==> images/clock_map.png <==
Bar = 20 µm.
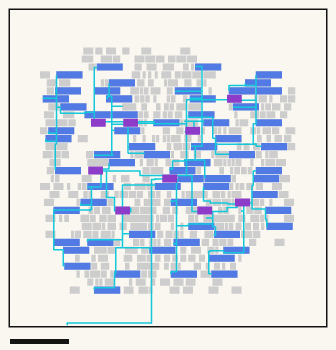
==> images/density.png <==
11 x 11 tiles, from white (low) to dark blue (high), 0 to 100% covered.
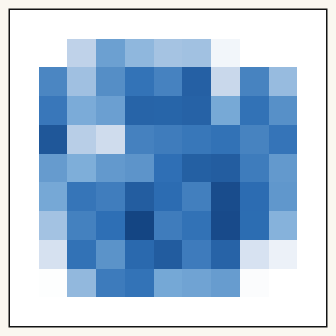
--- src/rtl/tx_seq_pkg.sv ---
// tx_seq_pkg: shared FSM state encoding and default widths for the TX burst sequencer.
package tx_seq_pkg;
  localparam int DATA_W_DEF  = 8;
  localparam int SIZE_W_DEF  = 8;
  localparam int GUARD_W_DEF = 32;
  typedef enum logic [2:0] {IDLE, GUARD, FETCH, WAIT_DATA, SEND, DONE} state_t;
endpackage

--- src/rtl/tx_guard_timer.sv ---
// tx_guard_timer: loadable down-counter with a zero flag; saturates at zero.
module tx_guard_timer #(
  parameter int W = 32
) (
  input  logic         clk,
  input  logic         reset,
  input  logic         load,
  input  logic         dec,
  input  logic [W-1:0] load_val,
  output logic         zero
);
  logic [W-1:0] cnt_q, cnt_d;
  always_comb cnt_d = load ? load_val : (dec && cnt_q != '0) ? cnt_q - W'(1) : cnt_q;
  always_ff @(posedge clk or posedge reset)
    if (reset) cnt_q <= '0;
    else cnt_q <= cnt_d;
  assign zero = cnt_q == '0;
endmodule

--- src/rtl/tx_burst_sequencer.sv ---
// tx_burst_sequencer: drains a latched-length burst from the TX FIFO to the transmitter after a guard delay.
// Optional abort input and sticky aborted flag are built when TX_BURST_ABORT_EN is defined.
module tx_burst_sequencer
  import tx_seq_pkg::*;
#(
  parameter int DATA_W  = DATA_W_DEF,
  parameter int SIZE_W  = SIZE_W_DEF,
  parameter int GUARD_W = GUARD_W_DEF
) (
  input  logic               clk,
  input  logic               reset,
  input  logic               start,
  input  logic [GUARD_W-1:0] guard_interval,
  input  logic [SIZE_W-1:0]  fifo_size,
  input  logic [DATA_W-1:0]  fifo_data,
  output logic               fifo_rden,
  output logic [DATA_W-1:0]  tx_data,
  output logic               tx_valid,
  input  logic               tx_ready,
  output logic               busy,
  output logic [SIZE_W-1:0]  byte_count,
  output logic               done_irq,
  input  logic               irq_ack,
`ifdef TX_BURST_ABORT_EN
  input  logic               abort,
  output logic               aborted,
`endif
  output logic               err_empty
);
  state_t state_q, state_d;
  logic [SIZE_W-1:0] rem_q, rem_d, byte_count_q, byte_count_d;
  logic [DATA_W-1:0] tx_data_q, tx_data_d;
  logic rden_q, rden_d, tx_valid_q, tx_valid_d, busy_q, busy_d;
  logic done_q, done_d, err_q, err_d, done_set, load, dec, guard_zero;
`ifdef TX_BURST_ABORT_EN
  logic aborted_q, aborted_d, abort_hit;
`endif
  tx_guard_timer #(.W(GUARD_W)) u_guard (
    .clk(clk), .reset(reset), .load(load), .dec(dec),
    .load_val(guard_interval), .zero(guard_zero)
  );
  always_comb begin
    state_d      = state_q;
    rem_d        = rem_q;
    byte_count_d = byte_count_q;
    tx_data_d    = tx_data_q;
    tx_valid_d   = tx_valid_q;
    rden_d       = 1'b0;
    err_d        = 1'b0;
    done_set     = 1'b0;
    load         = 1'b0;
    dec          = 1'b0;
    case (state_q)
      IDLE: if (start) begin
        if (fifo_size != '0) begin
          state_d      = GUARD;
          rem_d        = fifo_size;
          byte_count_d = '0;
          load         = 1'b1;
        end else err_d = 1'b1;
      end
      GUARD: if (guard_zero) begin
        state_d = FETCH;
        rden_d  = 1'b1;
      end else dec = 1'b1;
      FETCH: state_d = WAIT_DATA;
      WAIT_DATA: begin
        tx_data_d  = fifo_data;
        tx_valid_d = 1'b1;
        state_d    = SEND;
      end
      SEND: if (tx_ready) begin
        tx_valid_d   = 1'b0;
        byte_count_d = byte_count_q + SIZE_W'(1);
        rem_d        = rem_q - SIZE_W'(1);
        state_d      = (rem_q == SIZE_W'(1)) ? DONE : FETCH;
        rden_d       = rem_q != SIZE_W'(1);
      end
      DONE: begin
        done_set = 1'b1;
        state_d  = IDLE;
      end
      default: state_d = IDLE;
    endcase
`ifdef TX_BURST_ABORT_EN
    abort_hit = abort && state_q != IDLE;
    if (abort_hit) begin
      state_d      = IDLE;
      rden_d       = 1'b0;
      tx_valid_d   = 1'b0;
      byte_count_d = byte_count_q;
      rem_d        = rem_q;
      done_set     = 1'b0;
      dec          = 1'b0;
    end
    aborted_d = abort_hit | (aborted_q & ~irq_ack);
`endif
    busy_d = state_d != IDLE;
    done_d = done_set | (done_q & ~irq_ack);
  end
  always_ff @(posedge clk or posedge reset)
    if (reset) begin
      state_q      <= IDLE;
      rem_q        <= '0;
      byte_count_q <= '0;
      tx_data_q    <= '0;
      tx_valid_q   <= 1'b0;
      rden_q       <= 1'b0;
      busy_q       <= 1'b0;
      done_q       <= 1'b0;
      err_q        <= 1'b0;
`ifdef TX_BURST_ABORT_EN
      aborted_q    <= 1'b0;
`endif
    end else begin
      state_q      <= state_d;
      rem_q        <= rem_d;
      byte_count_q <= byte_count_d;
      tx_data_q    <= tx_data_d;
      tx_valid_q   <= tx_valid_d;
      rden_q       <= rden_d;
      busy_q       <= busy_d;
      done_q       <= done_d;
      err_q        <= err_d;
`ifdef TX_BURST_ABORT_EN
      aborted_q    <= aborted_d;
`endif
    end
  assign fifo_rden  = rden_q;
  assign tx_data    = tx_data_q;
  assign tx_valid   = tx_valid_q;
  assign busy       = busy_q;
  assign byte_count = byte_count_q;
  assign done_irq   = done_q;
  assign err_empty  = err_q;
`ifdef TX_BURST_ABORT_EN
  assign aborted    = aborted_q;
`endif
endmodule

--- config.mk ---
export PLATFORM = sky130hd
export DESIGN_NAME = tx_burst_sequencer
export DESIGN_NICKNAME = d
export VERILOG_FILES = /design/src/rtl/tx_seq_pkg.sv /design/src/rtl/tx_guard_timer.sv /design/src/rtl/tx_burst_sequencer.sv
export SDC_FILE = /design/constraint.sdc
export NUM_CORES = 1
export LEC_CHECK = 0
export CAP_MARGIN = 20
export CORE_MARGIN = 10
export CORE_UTILIZATION = 45
export CTS_CLUSTER_DIAMETER = 100
export DETAILED_ROUTE_END_ITERATION = 8
export PLACE_DENSITY = 0.82
export SLEW_MARGIN = 5
export SYNTH_ARGS = -nofsm -noshare
export SYNTH_HDL_FRONTEND = slang
export SYNTH_SLANG_ARGS = --single-unit
--- constraint.sdc ---
create_clock -name clk -period 3.26 [get_ports clk]
set_input_delay 0.652 -clock clk [delete_from_list [all_inputs] [get_ports clk]]
set_output_delay 0.652 -clock clk [all_outputs]
set_load 0.1 [all_outputs]
==> flow_summary.json <==
{
  "status": "complete, no violations",
  "r2r_start": "u_guard.cnt_q[0]",
  "row_count": 31,
  "wl_um": 8770,
  "cts_hold_buf": 0,
  "critical_path_class": "flip-flop to flip-flop",
  "mux_area_share_pct": 2.59,
  "finClkSkew_ns": 0.0107,
  "hold_path_depth": 2,
  "pwr.group.clock_w": 0.000766,
  "core-area_um2": 7370,
  "nets": 491,
  "critPathLaunchType": "flip-flop",
  "yosysChipArea_um2": 3470,
  "antennaDiodeCount": 0,
  "top_area_share_pct": 46.1,
  "die_area_um2": 11600,
  "place_ws_ns": 0.477,
  "fmax_ghz": 0.363,
  "crit_chain": "inv_1, ha_1, or4b_1, or3_4, o31ai_4, buf_4, or4_1, a31oi_1",
  "crit_buf_inv": 2,
  "relSlewSlack_pct": 62.2,
  "timing.final.ws_setup_ns": 0.504,
  "crit_path_end": "u_guard.cnt_q[6]",
  "nNonClkInverters": 8,
  "leakage_nw": 1.81,
  "switchingPower_w": 0.000837,
  "ys_sh_adder_pct": 1.44,
  "cts_buffers": 9,
  "swShare_pct": 32.4,
  "clk_pin_slew_worst_paths_ns": 0.07,
  "reg2regPathDepth": 8,
  "yosysMostFrequentCell": "dfrtp_1",
  "dominant_cells": "combinational gates",
  "async_reset_ff_share_pct": 100,
  "pwr-share-seq_pct": 47.0,
  "netlist_top_cells_count": "dfrtp_1, nor2_1, nand2_1",
  "area_growth_pct": 29.5,
  "ys_ff": 64,
  "seq_share_pct": 35.6,
  "finalNonFillerCells": 537,
  "pwr-share-clk_pct": 29.6,
  "finalCriticalPeriod_ns": 2.76,
  "top_layer": "met4",
  "power.total_w": 0.00259,
  "clock_area_share_pct": 4.90,
  "r2r_setup_slack_ns": 0.50,
  "utilization_pct": 61.0,
  "ys_cells": 357,
  "cts_root_buffer": "clkbuf_8",
  "grt_pass1_vias": 2972,
  "cpMaxStageDelayCell": "or4b_1",
  "met1_usage_pct": 19.8,
  "fp_util_pct": 47.1,
  "largest-register": "u_guard.cnt_q",
  "place_inst": 522,
  "synth_area_um2": 3470,
  "reg2reg_to": "u_guard.cnt_q[6]",
  "worstMarginPinSlew_ns": 0.562,
  "largestPowerGroup": "sequential cells",
  "layout-drive-gt1-share_pct": 16.2,
  "pin_count": 74,
  "max_stage_delay_ns": 0.64,
  "openroad.warnings": 27,
  "dr.pass1.iters": 4,
  "viasPerCell": 5.70,
  "comb_power_w": 0.000603,
  "busiest_layer": "met2",
  "largest_reg_flops": 32,
  "finish.instance_area_um2": 4500,
  "yosys.area_share.aoi_pct": 17.9,
  "critical_path_cell_count": 8,
  "simple_gate_area_share_pct": 25.4,
  "crit_fanout": 21,
  "wl_met2_um": 4130,
  "rsz0062_at_grt": "false",
  "cts_tree": "yes",
  "netlist_instances": 357,
  "antenna_left": 0,
  "finalCritPeriodShare_pct": 84.5,
  "dp_hpwl_um": 6490,
  "p_per_area_nw_per_um2": 575,
  "clock_path_buffers": 2,
  "min_delay_worst_endpoint": "tx_valid",
  "sh_comb_area_pct": 39.2,
  "edf_count": 0,
  "grt_start_max_net_pins": 43,
  "vias": 3059,
  "ys_sh_xor_pct": 3.28
}
-- clock_map.png (at the start) --
[flip-flops] blue | count: 64
[cells driving clock nets] purple | count: 9
[clock wires] cyan | length: 876 µm
routed clock nets: 10

-- density.png (at the start) --
tiles over 75% full: 14%
mean over tiles: 38%
fullest tile: 92%
densest ninth of the die: centre
nearly empty tiles: 38%

Power figures rest on the tool's default switching activity, not on a simulated workload.
